Design exe_stage, sky130hd; sources not shown.
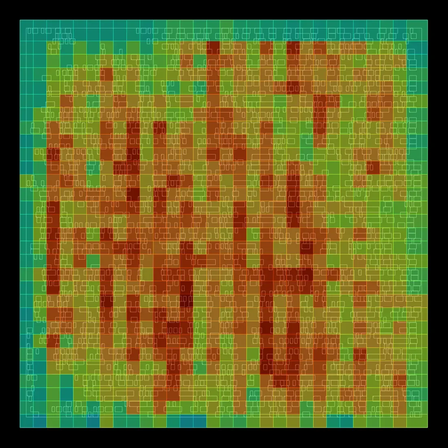
(images/final_congestion.png)
final core occ: 40.7%
global-route track usage on met2: 51.9%

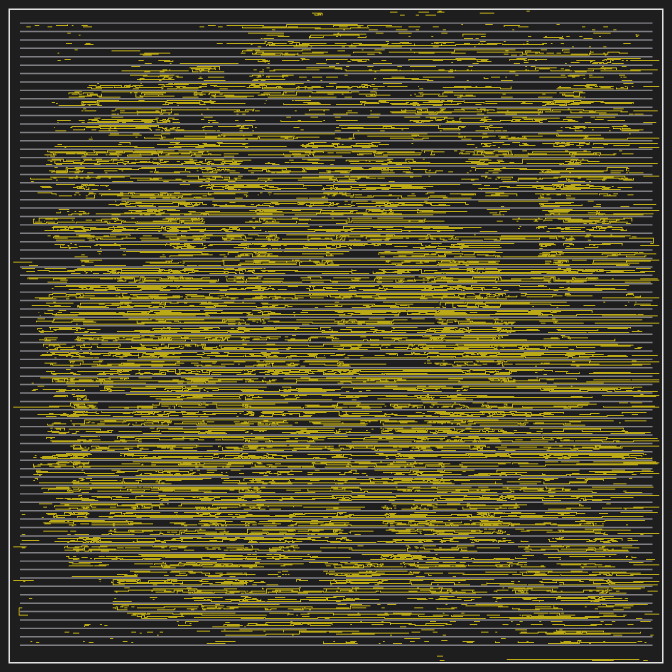
(images/met1.png)
Supply wires on this layer in gray.
wire length on this layer	32.6 mm
nets with wire on the layer	2263
main direction	horizontal
routing usage on met1: 43.5%
vias: 15569
Routed Wire Length: 73.7 mm

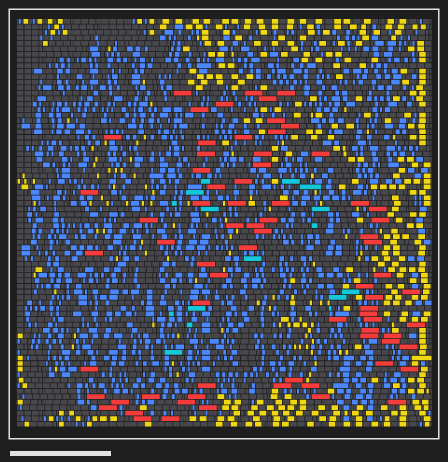
(images/cell_classes.png)
Scale bar: 50 um. Fill, decap, tap and diode cells in gray.
color	class	cells
blue	all other logic	1590
cyan	clock drivers and dummy loads	16
red	flip-flops	72
yellow	other buffers and delay cells	447
Seq area share: 10.7%
final instance area: 16800 um^2
cell row count: 74

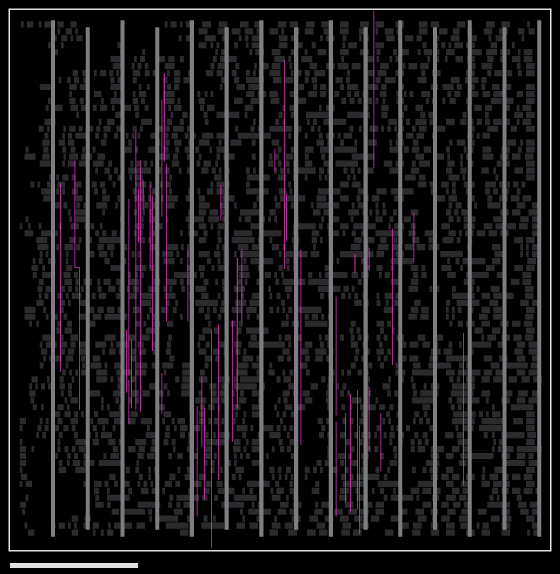
(images/met4.png)
Scale bar: 50 um. Supply wires on this layer in gray.
share of all routed wire	2.6%
main direction	vertical
nets with wire on the layer	38

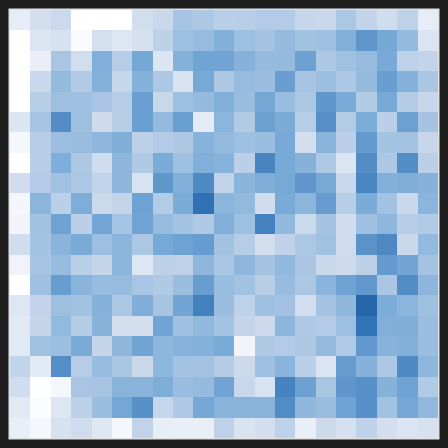
(images/density.png)
21 x 21 tiles, from white (low) to dark blue (high), 0 to 100% covered.
mean over tiles	36%
nearly empty tiles	2.3%
tiles over 75% full	0.20%
Pre-Place Util: 30.6%
Core ar.: 41200 um^2

==> results.toml <==
# physical design summary
[logic_synthesis]
yosys.cell_count.top_type = "o21ai_0"
mux_share_pct = 3.82
top_cells_by_count = "o21ai_0, a21oi_1, nand2_1, nor2_1, inv_1"
syn_avg_cell_area_um2 = 7.10
ys_chip_area_um2 = 12600
logic_family = "AND-OR/OR-AND gates"
ys_cells = 1774
yosys.cell_types.count = 88
synth-main-ff-cell = "dfrtp_1"

[timing]
finalSetupViolations = 0
max_slew.worst_pin.slew_ps = 1140
period_used_pct = 96.8
skew_ps = 20.5
setup_tns_ps = 0
drv_slew = 0
max_freq_ghz = 0.122
max_slew_margin_pct = 23.3
rsz0062_at_grt = "no"

[cells_and_area]
nets = 2452
area_delta_synth_final_pct = 33.1
fill_cells = 5175

[clocking]
cts_root_buf = "clkbuf_16"
h-tree-depth = 3
cts_sinks = 72
clk_latency_ps = 370
ctsHoldBuffers = 0
cts.clk_slew.worst_paths_ps = 70
cts_tree = "built"
postCtsSetupRepairBufs = 0

[power]
p_leak_uw = 0.00699
peakVddDrop_mv = 0.0886
power_density_nw_per_um2 = 126

[grt]
grt_pass1_vias = 15392
gr-total-overflow = 0
grt_util_met3_pct = 5.69
top_usage_layer = "met2"

[worst_setup_path]
rrSetupSlack_ps = 840
end_kind = "flop"
crit_chain = "clkdlybuf4s50_1 -> or4_4 -> o211a_1 -> nand2_2 -> clkbuf_1 -> nand2_1 -> o2bb2ai_1 -> o21ai_0 -> ha_1 -> clkbuf_1 -> and4_1 -> a221o_1 -> a311oi_1 -> o2111ai_1 -> a41oi_1 -> o21bai_1 -> a31oi_1 -> nor3_1 -> o32a_1"
cp.required_ps = 8750

[drt]
wl_per_cell_um = 27.7
routed.top_layer = "met5"
dr.pass1.iters = 5
wl_met1_mm = 32.6
antenna_left = 0
wl_met2_mm = 33.6

[status]
outcome = "finished, final reports clean"

[die]
chipArea_um2 = 44500
die_w_um = 211

[placed_design]
io_buffers = 303
place.gp.congestion = 0.940
hpwl_mm = 60.8

[worst_hold_path]
min_path_cells = 2
[cell type report]
cell class	count	area, um^2	area share, %
multi-input cells	1451	9700	57.8
repair buffers	304	3060	18.2
flip-flops and latches	72	1800	10.7
plain buffers	143	709	4.23
well taps	532	666	3.97
inverters	139	524	3.13
clock buffers	10	239	1.43
clock inverters	6	67.6	0.403
diodes	2	5.00	0.0298
[worst max-delay path: cells and delay by family]
| kind | cells | cell delay [ps] |
|---|---|---|
| buf+inv | 3 | 1340 |
| compound gates | 10 | 4460 |
| simple gates | 5 | 1410 |
| fa+ha+maj | 1 | 380 |
[logic make-up after synthesis]
kind of cell    Yosys count
compound gates          635
xor+xnor                117
fa+ha+maj               128
buf+inv                 282
flops                    72
mux                      47
other cells               1
simple gates            492
[placed cells by master, fill, tap and decap left out, drive strengths merged, types with 13 or more instances in the layout]
cell,instances
buf,60
inv,139
nand3,41
a21o,18
ha,125
a211oi,15
a21oi,165
xnor2,72
and3,13
a31oi,38
nor2,154
o21ai,174
nand2,145
o211ai,20
nor3,40
a31o,15
clkdlybuf4s50,303
clkbuf,94
mux2i,38
o22ai,26
nor2b,16
conb,32
a221oi,24
nand2b,23
dfrtp,72
o21a,13
xor2,45
[through the flow]
| step | cell area (um^2) | setup slack [ps] | instances | power (uW) | hold slack (ps) |
|---|---|---|---|---|---|
| floorplan | 12700 | 2990 | 1805 | 1110 | 465 |
| global placement | 16400 | 247 | 2640 | 1640 | 456 |
| detailed placement | 16500 | 127 | 2641 | 1660 | 473 |
| CTS | 16800 | 495 | 2657 | 2090 | 487 |
| global route | 16800 | 165 | 2659 | 2220 | 505 |
| finish | 16800 | 270 | 2659 | 2110 | 481 |
[power breakdown]
part,total (uW),switching (uW),internal [uW]
registers,464,76.9,388
clock network,432,195,237
logic,1220,707,510
total,2110,979,1130
No activity file was given, so power comes from the tool's default toggle rates.
